<file path="src/rtl/pipe_ctrl.sv">
// Pipeline hazard/exception controller: per-stage stall vector, one-cycle flush with
// redirect PC, and a free-running count of stalled cycles.
module pipe_ctrl (
    input  logic        clk,
    input  logic        rst,
    input  logic        id_stallreq_i,
    input  logic        ex_stallreq_i,
    input  logic        mem_stallreq_i,
    input  logic        exc_flag_i,
    input  logic [31:0] exc_target_i,
    input  logic        cnt_clr_i,
    output logic [4:0]  stall_o,
    output logic        flush_o,
    output logic [31:0] flush_pc_o,
    output logic [31:0] stall_cnt_o
);

    localparam logic [4:0] StallNone = 5'b00000;
    localparam logic [4:0] StallId   = 5'b00011;
    localparam logic [4:0] StallEx   = 5'b00111;
    localparam logic [4:0] StallMem  = 5'b01111;
    localparam logic [4:0] StallAll  = 5'b11111;

    typedef enum logic [1:0] {StRun, StExcWait, StFlush} state_e;

    state_e      state_q, state_d;
    logic [31:0] target_q, target_d;
    logic [31:0] stall_cnt_q, stall_cnt_d;

    always_ff @(posedge clk or posedge rst) begin
        if (rst) begin
            state_q     <= StRun;
            target_q    <= 32'h0;
            stall_cnt_q <= 32'h0;
        end else begin
            state_q     <= state_d;
            target_q    <= target_d;
            stall_cnt_q <= stall_cnt_d;
        end
    end

    // Only RUN accepts an exception, so the first one's target is never overwritten.
    always_comb begin
        state_d  = state_q;
        target_d = target_q;
        unique case (state_q)
            StRun: begin
                if (exc_flag_i) begin
                    target_d = exc_target_i;
                    state_d  = mem_stallreq_i ? StExcWait : StFlush;
                end
            end
            StExcWait: begin
                if (!mem_stallreq_i) begin
                    state_d = StFlush;
                end
            end
            StFlush: state_d = StRun;
            default: state_d = StRun;
        endcase
    end

    always_comb begin
        stall_o    = StallNone;
        flush_o    = 1'b0;
        flush_pc_o = 32'h0;
        if (!rst) begin
            unique case (state_q)
                StRun: begin
                    if (exc_flag_i) begin
                        stall_o = mem_stallreq_i ? StallMem : StallAll;
                    end else if (mem_stallreq_i) begin
                        stall_o = StallMem;
                    end else if (ex_stallreq_i) begin
                        stall_o = StallEx;
                    end else if (id_stallreq_i) begin
                        stall_o = StallId;
                    end
                end
                StExcWait: stall_o = mem_stallreq_i ? StallMem : StallAll;
                StFlush: begin
                    flush_o    = 1'b1;
                    flush_pc_o = target_q;
                end
                default: stall_o = StallNone;
            endcase
        end
    end

    // Clear wins over increment; the counter wraps naturally.
    always_comb begin
        stall_cnt_d = stall_cnt_q;
        if (cnt_clr_i) begin
            stall_cnt_d = 32'h0;
        end else if (stall_o != StallNone) begin
            stall_cnt_d = stall_cnt_q + 32'd1;
        end
    end

    assign stall_cnt_o = stall_cnt_q;

endmodule

</file>
<file path="config.mk">
export PLATFORM = sky130hd
export DESIGN_NAME = pipe_ctrl
export DESIGN_NICKNAME = d
export VERILOG_FILES = /design/src/rtl/pipe_ctrl.sv
export SDC_FILE = /design/constraint.sdc
export NUM_CORES = 1
export LEC_CHECK = 0
export CORE_UTILIZATION = 42
export DETAILED_ROUTE_END_ITERATION = 10
export GPL_TIMING_DRIVEN = 0
export PLACE_DENSITY = 0.77
export SLEW_MARGIN = 20
export SYNTH_ARGS = -nofsm -noshare
export SYNTH_HDL_FRONTEND = slang
export SYNTH_SLANG_ARGS = --single-unit
export TNS_END_PERCENT = 1
</file>
<file path="constraint.sdc">
create_clock -name clk -period 2.9 [get_ports clk]
set_input_delay 0.58 -clock clk [delete_from_list [all_inputs] [get_ports clk]]
set_output_delay 0.58 -clock clk [all_outputs]
set_load 0.03 [all_outputs]
</file>
==> Flow_metrics.wiki, run 1 <==
== Metrics ==
{| class="wikitable"
! Metric !! Value
|-
| Synthesized instance count || 306
|-
| Overall power of the completed layout || 2.202 mW
|-
| Final clock skew || 0.008315 ns
|-
| Diodes inserted || 0
|-
| Number of failing hold endpoints at the final stage || 0
|-
| Measured slew at the worst slew-check pin || 0.6733 ns
|-
| Share of the core filled with cells in the final layout || 0.6135
|-
| Cell Rows || 32
|-
| Placed cell area || 4639 sq um
|-
| Root buf cell || clkbuf_8
|-
| Fin. max-slew vios || 0
|-
| Max frequency || 345.6 MHz
|-
| Buffer-and-inverter tally for the worst setup path || 2
|-
| Yosys warning count || 0
|-
| Global Route Usage Sum || 0.2023
|-
| # hold bufs at CTS || 0
|-
| X dimension of the die || 92.08 um
|-
| Total Nets Final || 467
|-
| Final cycle utilization of the critical path || 0.9978
|-
| Area figure in the yosys stat output || 3408 sq um
|-
| Maximum buffer depth of the clock tree || 2
|-
| Critical path's top delay family || buffers and inverters
|-
| Clock-pin slew of the registers on the worst-case setup and hold paths || 0.07 ns
|-
| Iteration-0 DRC count of the detailed router || 130
|-
| Result of the run || finished clean
|-
| Critical path data required time || 2.32 ns
|-
| Final critical-path required period || 2.894 ns
|-
| Endpoint kind of the worst setup timing path || output port
|-
| Net count of the mapped netlist || 346
|-
| Initial DRT Pass Iterations || 4
|-
| Synthesized area per cell || 11.14 sq um
|-
| Post-route DRC violation count || 0
|-
| Die height || 92.08 um
|-
| Largest net degree at the start of global routing || 35
|-
| Via density per instance || 5.191
|-
| Final HPWL from detailed placement || 5906 um
|-
| Kind of critical path || primary input to output port
|-
| Worst-case reg-to-reg path depth || 5
|-
| Min-Delay Path Depth || 1
|-
| Count of H-tree levels built during CTS || 3
|-
| Total Negative Setup Slacks || 0 ns
|-
| Largest area contributor in the netlist || dfrtp_1
|-
| CTS tree || done
|-
| Peak supply drop || 0.0002487 V
|-
| Clk sinks || 66
|-
| Detailed Route WL || 8337 um
|-
| Post-synth EDFFs || 0
|-
| First-pass GRT wire length || 13640 um
|-
| Clock insertion delay at the later pin of the skew report || 0.33 ns
|-
| Vias || 2772
|-
| Slew HR || 0.5502
|-
| Post-detailed-route wirelength per cell || 15.61 um
|-
| Proportion of layout cells with a drive suffix above 1 || 0.2523
|-
| Largest type area fraction || 0.4846
|-
| Number of cells in Yosys stat || 306
|-
| Cell variety after synth || 38
|-
| Number of global-route vias before repair || 2778
|-
| Antenna violations before repair || 0
|-
| Grt total ovfl || 0
|-
| Cell area after synthesis || 3408 sq um
|-
| Post-route cell area || 4790 sq um
|-
| I/O pins || 109
|-
| Cell with the largest stage delay on the worst path || clkdlybuf4s50_1
|-
| Worst path most repeated cell || clkdlybuf4s50_1
|-
| Top cells by count, synth || 66 x dfrtp_1, 36 x and2_1, 32 x mux2_2, 17 x a21oi_1, 17 x nor2_1
|-
| Power per cell area || 459.7 nW/um^2
|-
| Core footprint || 7807 sq um
|-
| Seq cells post-synth || 66
|-
| Total leakage power || 2.030 nW
|-
| RePlAce Congestion || 0.7646
|-
| Async set-reset flop share out of synthesis || 1.000
|-
| Biggest area contributors in the synthesized netlist || dfrtp_1 48%, mux2_2 11%, and2_1 6.6%, mux2_4 3.5%, or4_1 2.6%
|-
| Class of the tightest hold or removal check || flip-flop to flip-flop
|-
| Final count of negative-setup-slack endpoints || 0
|-
| RSZ-0062 raised after global routing || yes
|-
| Most used DFF post-synth || dfrtp_1
|-
| Tally of buffers added on design ports || 108
|-
| Highest cell delay on the worst timing path || 0.67 ns
|-
| Die footprint || 8479 sq um
|-
| Chain of cells forming the critical path || clkdlybuf4s50_1 > nor2_4 > o31a_1 > clkdlybuf4s50_1
|-
| Number of warnings in the stage logs || 28
|-
| Number of buffers created by CTS || 9
|-
| Post-synthesis sequential area ratio || 0.4846
|-
| Core utilization at floorplan || 0.4365
|-
| Area delta synth->final || 40.53%
|-
| Number of stages on the worst setup path || 4
|-
| Yosys top cell by instances || dfrtp_1
|-
| Critical path peak fanout || 8
|-
| Antenna Violating Nets Remaining || 0
|-
| Kind of start point of the critical path || primary input
|-
| Max-capacitance violation count || 0
|-
| Worst hold margin || 0.4982 ns
|-
| Arrival time of data at the critical path endpoint || 2.31 ns
|}
-- run 1: registers in the layout (all words and copies together), names as in the netlist --
signal / count
state_q: 2
target_q: 32
stall_cnt_o: 32
-- run 1: placed cells by master, fill, tap and decap left out, types with 8 or more instances in the layout --
| cell type | Yosys | routed |
|---|---|---|
| nand2_1 | 13 | 13 |
| mux2_2 | 32 | 32 |
| nor2b_1 | 8 | 8 |
| mux2_4 | 8 | 8 |
| and2_1 | 36 | 36 |
| clkbuf_2 | 0 | 24 |
| dfrtp_1 | 66 | 66 |
| clkbuf_8 | 0 | 11 |
| clkdlybuf4s15_1 | 0 | 8 |
| a21oi_1 | 17 | 17 |
| nor2_1 | 17 | 17 |
| or4_1 | 12 | 11 |
| o31ai_1 | 11 | 11 |
| clkdlybuf4s50_1 | 0 | 70 |
-- run 1: per-layer routing --
metal	GRT usage	vias to the layer above	part of all wire	wire, um
met5	0	-	0	0
met4	0.04948	0	0.0076	63
li1	-	1337	-	-
met2	0.3234	98	0.47	3931
met1	0.2762	1331	0.46	3842
met3	0.04975	6	0.060	499
-- run 1: area by class of cell --
cell class                      instances  area, sq um
Tap cell                              102        127.6
Timing Repair Buffer                  110         1008
Multi-Input combinational cell        216         1655
Clock inverter                          2        35.03
Clock buffer                           14        162.7
Inverter                                5        21.27
Sequential cell                        66         1652
Fill cell                             652         3018
Buffer                                 19        127.6
-- run 1: stage by stage --
step | setup WS [ns] | cells
final | 0.006332 | 534
after global routing | -0.06400 | 534
after CTS | -0.1031 | 534
after detailed placement | -0.6771 | 517
after global placement | -0.6847 | 516
after floorplan | 0.3441 | 306
-- run 1: worst paths after layout --
| check | start | endpoint | slack (ns) |
|---|---|---|---|
| worst max register to register | stall_cnt_o[3]$_DFFE_PP0P_ | stall_cnt_o[22]$_DFFE_PP0P_ | 0.73 |
| worst max-delay path | rst | stall_o[3] | 0.006 |
| max in group asynchronous | rst | stall_cnt_o[28]$_DFFE_PP0P_ | 1.59 |
| worst min register to register | target_q[5]$_DFFE_PP0P_ | target_q[5]$_DFFE_PP0P_ | 0.50 |
| worst min-delay path | target_q[5]$_DFFE_PP0P_ | target_q[5]$_DFFE_PP0P_ | 0.50 |
| min in group asynchronous | rst | target_q[19]$_DFFE_PP0P_ | 0.79 |
-- run 1: repair_timing --
action / CTS / global route
resized: 47 / 60
gates cloned: 0 / 0
setup buffers: 1 / 0
hold endpoints to repair: 0 / 0
endpoints found under the setup margin: 37 / 24
-- run 1: report_power, final --
group / switching (mW) / internal (mW)
clock: 0.335 / 0.444
sequential: 0.0446 / 1.01
combinational: 0.179 / 0.187
-- run 1: logic make-up (layout without fill, tap and decap cells) --
logic type,after synthesis,in the layout,synth area share
and+or+nand+nor,127,127,0.2331
muxes,42,42,0.1472
adders and majority gates,1,1,0.003670
xor gates and xnor gates,5,5,0.01285
DFF,66,66,0.4846
AOI/OAI and AO/OA,41,41,0.08077
buffers and inverters,24,150,0.03781
### Close-up of the layout, run 1

Scale bar: 10 um. Window x 34 to 59, y 15 to 40 um. Cells in gray, sequential cells in the stronger gray; small squares are vias.
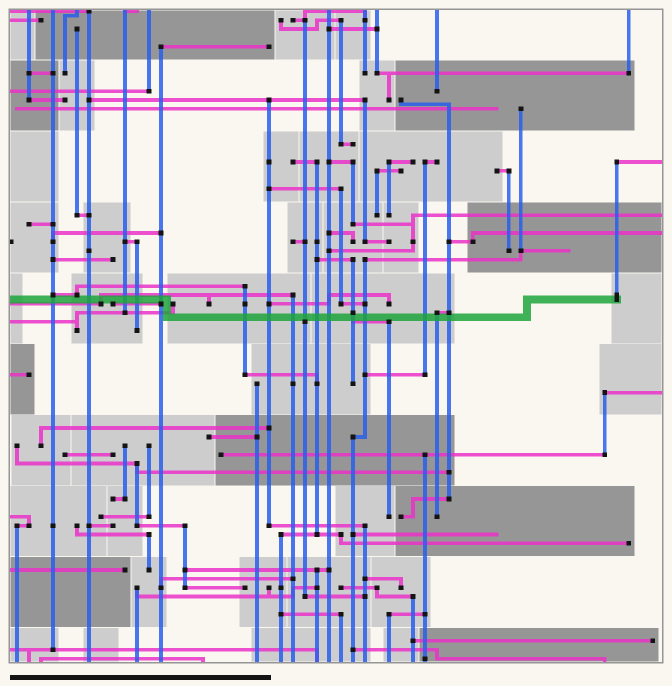
- blue: metal 2
- magenta: metal 1
- green: metal 3
- netlist names of flops here include: stall_cnt_o (6)
- cells with their middle in the window: 31
- most frequent: dfrtp_1 (6), nor2_1 (5), nor2b_1 (4)
- sequential cells in the window: 6

### Logic cells by family, run 1

Scale bar: 20 um.
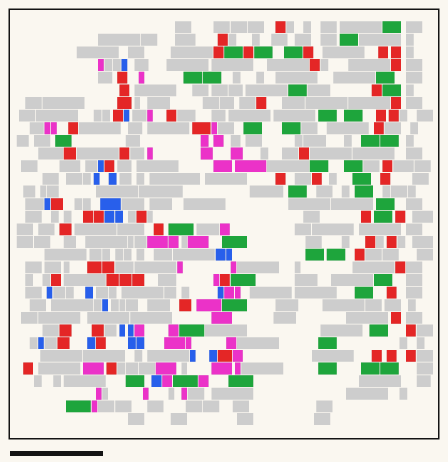
- red: AND and OR gates (cells 63; most used and2_1; where all over the die)
- magenta: NOR gates (cells 40; most used nor2_1)
- blue: NAND gates (cells 24; most used nand2_1)
- green: multiplexers (cells 42; most used mux2_2)

### Clock network drawn from the DEF, run 1

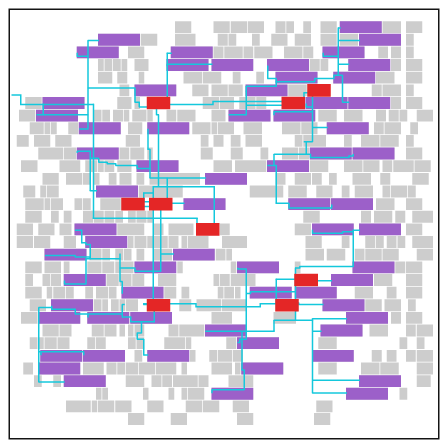
- cyan: clock wires (length 853 um)
- purple: flip-flops (count 66)
- red: clock drivers (count 9)
- routed clock nets: 10
- flops lie: all over the die

### Cell placement, run 1

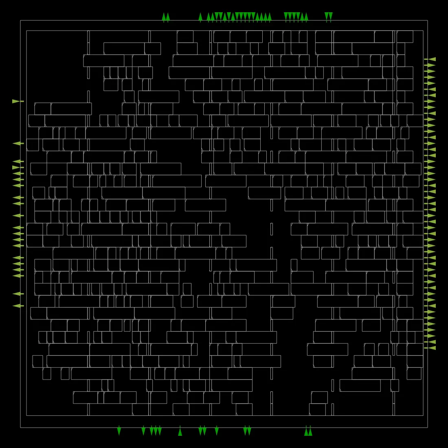
sequential share of cell area: 0.3448
number of fill cells in the layout: 652

### Routed metal per tile, run 1

18 x 18 tiles, from black (low) to pale yellow (high), scaled to the fullest tile. Values are wire area over tile area, all layers added.
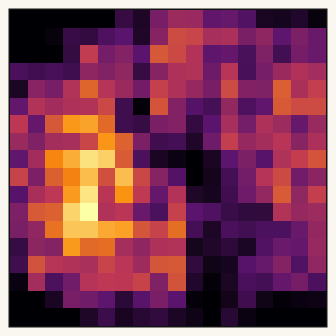

==> run 1 -> run 2 <==
--- a/config.mk
+++ b/config.mk
@@ -9,6 +9,7 @@
 export DETAILED_ROUTE_END_ITERATION = 10
 export GPL_TIMING_DRIVEN = 0
 export PLACE_DENSITY = 0.77
+export SKIP_CTS_REPAIR_TIMING = 1
 export SLEW_MARGIN = 20
 export SYNTH_ARGS = -nofsm -noshare
 export SYNTH_HDL_FRONTEND = slang
### Routed metal per tile, run 2

18 x 18 tiles, from black (low) to pale yellow (high), scaled to the fullest tile. Values are wire area over tile area, all layers added.
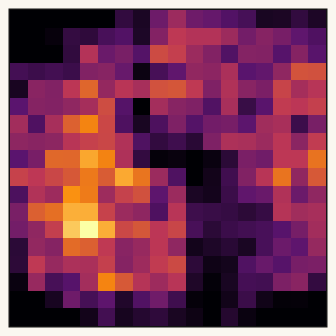
- densest ninth of the die: middle left
- mean over tiles: 0.16
- fullest tile: 0.51
- tiles over half the peak: 18%
- nearly empty tiles: 10%

### Clock network drawn from the DEF, run 2

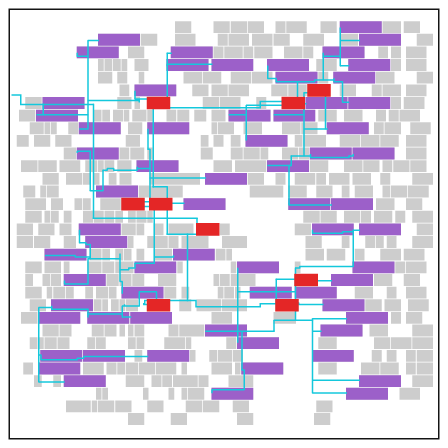
- red: clock drivers (count 9)
- purple: flip-flops (count 66)
- cyan: clock wires (length 847 um)
- flops lie: all over the die

### Logic cells by family, run 2

Scale bar: 20 um.
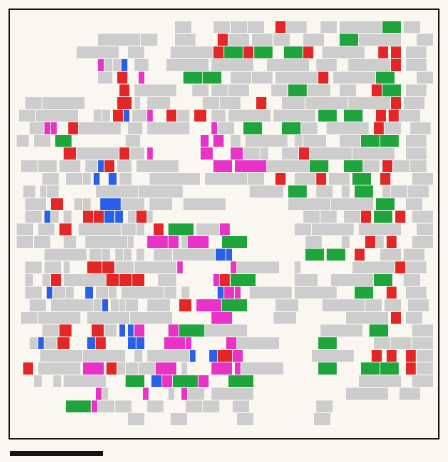
- magenta: NOR gates (cells 40; most used nor2_1)
- red: AND and OR gates (cells 63; most used and2_1; where all over the die)
- green: multiplexers (cells 42; most used mux2_2)
- blue: NAND gates (cells 24; most used nand2_1)

==> run 2 against run 1 <==
Compared with the run above: the flow now finishes with violations (negative setup slack); critical path depth increased by 5; register-to-register slack improved by 0.02 ns; synthesized cell count unchanged; flip-flop count did not move.
==> Flow_metrics.wiki, run 2 <==
== Metrics ==
{| class="wikitable"
! Metric !! Value
|-
| Result of the run || finished, violations left
|-
| Violations in the final reports || negative setup slack
|-
| Class of the tightest hold or removal check || flip-flop to flip-flop
|-
| Final HPWL from detailed placement || 5906 um
|-
| Vias || 2803
|-
| Final cycle utilization of the critical path || 1.010
|-
| Initial DRT Pass Iterations || 4
|-
| Proportion of layout cells with a drive suffix above 1 || 0.1972
|-
| Critical path's top delay family || buffers and inverters
|-
| CTS tree || done
|-
| Clock-pin slew of the registers on the worst-case setup and hold paths || 0.07 ns
|-
| Root buf cell || clkbuf_8
|-
| Area delta synth->final || 45.26%
|-
| Fin. max-slew vios || 0
|-
| Post-detailed-route wirelength per cell || 15.92 um
|-
| Post-place setup slack || -0.6771 ns
|-
| Synthesized area per cell || 11.14 sq um
|-
| Cell area after synthesis || 3408 sq um
|-
| Tally of buffers added on design ports || 108
|-
| Number of failing hold endpoints at the final stage || 0
|-
| Clock insertion delay at the later pin of the skew report || 0.34 ns
|-
| Post-route DRC violation count || 0
|-
| Max-capacitance violation count || 0
|-
| Synthesized instance count || 306
|-
| Kind of critical path || primary input to output port
|-
| Slew HR || 0.5549
|-
| Most used DFF post-synth || dfrtp_1
|-
| Async set-reset flop share out of synthesis || 1.000
|-
| Most frequent cells in the layout || 71 x clkdlybuf4s50_1, 66 x dfrtp_1, 36 x and2_1, 36 x dlymetal6s2s_1, 32 x mux2_2
|-
| Die height || 92.08 um
|-
| Final clock skew || 0.008239 ns
|-
| First-pass GRT wire length || 13590 um
|-
| Grt total ovfl || 0
|-
| Core footprint || 7807 sq um
|-
| Number of buffers created by CTS || 9
|-
| Number of global-route vias before repair || 2776
|-
| Number of warnings in the stage logs || 27
|-
| I/O pins || 109
|-
| Final cell count without fillers || 533
|-
| Overall power of the completed layout || 2.207 mW
|-
| Post-synthesis sequential area ratio || 0.4846
|-
| Kind of start point of the critical path || primary input
|-
| Net count of the mapped netlist || 346
|-
| Diodes inserted || 0
|-
| Seq cells post-synth || 66
|-
| Largest type area fraction || 0.4846
|-
| Final count of negative-setup-slack endpoints || 1
|-
| Largest net degree at the start of global routing || 35
|-
| Maximum buffer depth of the clock tree || 2
|-
| Iteration-0 DRC count of the detailed router || 101
|-
| Peak supply drop || 0.0002489 V
|-
| Number of cells in the design after placement || 517
|-
| Power per cell area || 445.8 nW/um^2
|-
| Buffer-and-inverter tally for the worst setup path || 7
|-
| Setup WS post-layout || -0.03017 ns
|-
| RSZ-0062 raised after global routing || yes
|-
| Share of the core filled with cells in the final layout || 0.6341
|-
| Clk sinks || 66
|-
| Highest cell delay on the worst timing path || 0.40 ns
|-
| Final critical-path required period || 2.930 ns
|-
| Critical path peak fanout || 10
|-
| Post-route cell area || 4951 sq um
|-
| RePlAce Congestion || 0.7646
|-
| Global Route Usage Sum || 0.2014
|-
| Yosys top cell by instances || dfrtp_1
|-
| Total leakage power || 2.527 nW
|-
| Critical path data required time || 2.32 ns
|-
| Cell with the largest stage delay on the worst path || or4_1
|-
| Highest-count logic cell in the final layout || clkdlybuf4s50_1
|-
| Placed cell area || 4639 sq um
|-
| Biggest area contributors in the synthesized netlist || dfrtp_1 48%, mux2_2 11%, and2_1 6.6%, mux2_4 3.5%, or4_1 2.6%
|-
| Cell Rows || 32
|-
| Largest area contributor in the netlist || dfrtp_1
|-
| Die footprint || 8479 sq um
|-
| Count of H-tree levels built during CTS || 3
|-
| Arrival time of data at the critical path endpoint || 2.35 ns
|-
| Detailed Route WL || 8488 um
|-
| Area figure in the yosys stat output || 3408 sq um
|-
| Endpoint kind of the worst setup timing path || output port
|-
| Cell variety after synth || 38
|-
| Antenna violations before repair || 0
|-
| Core utilization at floorplan || 0.4365
|-
| Post-synth EDFFs || 0
|-
| Antenna Violating Nets Remaining || 0
|-
| Total Nets Final || 466
|-
| Chain of cells forming the critical path || clkdlybuf4s50_1 > or4_1 > buf_4 > o21ai_2 > buf_6 > buf_6 > inv_1 > buf_4 > buf_4
|-
| X dimension of the die || 92.08 um
|-
| Max frequency || 341.3 MHz
|-
| Via density per instance || 5.259
|-
| Top cells by count, synth || 66 x dfrtp_1, 36 x and2_1, 32 x mux2_2, 17 x a21oi_1, 17 x nor2_1
|-
| Number of cells in Yosys stat || 306
|-
| Yosys warning count || 0
|-
| Measured slew at the worst slew-check pin || 0.6663 ns
|-
| Worst path most repeated cell || buf_4
|}
-- run 2: netlist changes by cell type in the layout (fill, tap and decap cells not counted), sizes merged --
| cell | before | now |
|---|---|---|
| buf | 15 | 14 |
| clkbuf | 42 | 21 |
| clkdlybuf4s15 | 9 | 0 |
| clkdlybuf4s50 | 70 | 71 |
| dlygate4sd2 | 3 | 0 |
| dlymetal6s2s | 4 | 36 |
-- run 2: path summary, 6_finish.rpt --
path | to | cells past startpoint | slack (ns) | startpoint
worst max-delay path | stall_o[1] | 9 | -0.03 | ex_stallreq_i
worst min-delay path | target_q[22]$_DFFE_PP0P_ | 1 | 0.50 | target_q[22]$_DFFE_PP0P_
worst max register to register | stall_cnt_o[22]$_DFFE_PP0P_ | 5 | 0.75 | stall_cnt_o[3]$_DFFE_PP0P_
worst min register to register | target_q[22]$_DFFE_PP0P_ | 1 | 0.50 | target_q[22]$_DFFE_PP0P_
max in group asynchronous | stall_cnt_o[28]$_DFFE_PP0P_ | 3 | 1.59 | rst
min in group asynchronous | target_q[12]$_DFFE_PP0P_ | 2 | 0.79 | rst
-- run 2: cells by family (layout without fill, tap and decap cells) --
| logic type | after synthesis | count (layout) | synth area share |
|---|---|---|---|
| DFF | 66 | 66 | 0.4846 |
| buffers and inverters | 24 | 149 | 0.03781 |
| adders and majority gates | 1 | 1 | 0.003670 |
| and+or+nand+nor | 127 | 127 | 0.2331 |
| muxes | 42 | 42 | 0.1472 |
| xor gates and xnor gates | 5 | 5 | 0.01285 |
| AOI/OAI and AO/OA | 41 | 41 | 0.08077 |
-- run 2: where the power goes --
part           leakage (nW)  switching, mW  internal (mW)
registers             0.846         0.0448           1.01
logic                  1.58          0.176          0.196
clock network         0.101          0.333          0.444
total                  2.53          0.554           1.65
-- run 2: layer usage --
| metal | global-route usage | wire length, um | vias to the layer above |
|---|---|---|---|
| met5 | 0 | 0 | - |
| met4 | 0.04948 | 71 | 0 |
| met2 | 0.3209 | 4121 | 103 |
| met1 | 0.2756 | 3782 | 1353 |
| met3 | 0.04975 | 512 | 8 |
| li1 | - | - | 1339 |
-- run 2: cell type report --
type,instances,area [sq um]
tap,102,127.6
inverter,5,21.27
fill,631,2856
sequential,66,1652
timing repair buffer,109,1189
buffer,19,120.1
multi-input combinational,216,1644
clock buffer,14,162.7
clock inverter,2,35.03
-- run 2: stage by stage --
stage,hold slack (ns),setup TNS (ns)
2_1_floorplan,0.4721,0
3_3_place_gp,0.4798,-57.33
3_5_place_dp,0.4870,-18.35
4_1_cts,0.5024,-18.75
5_1_grt,0.5147,-0.3105
6_report,0.4983,-0.03017
No activity file was given, so power comes from the tool's default toggle rates.
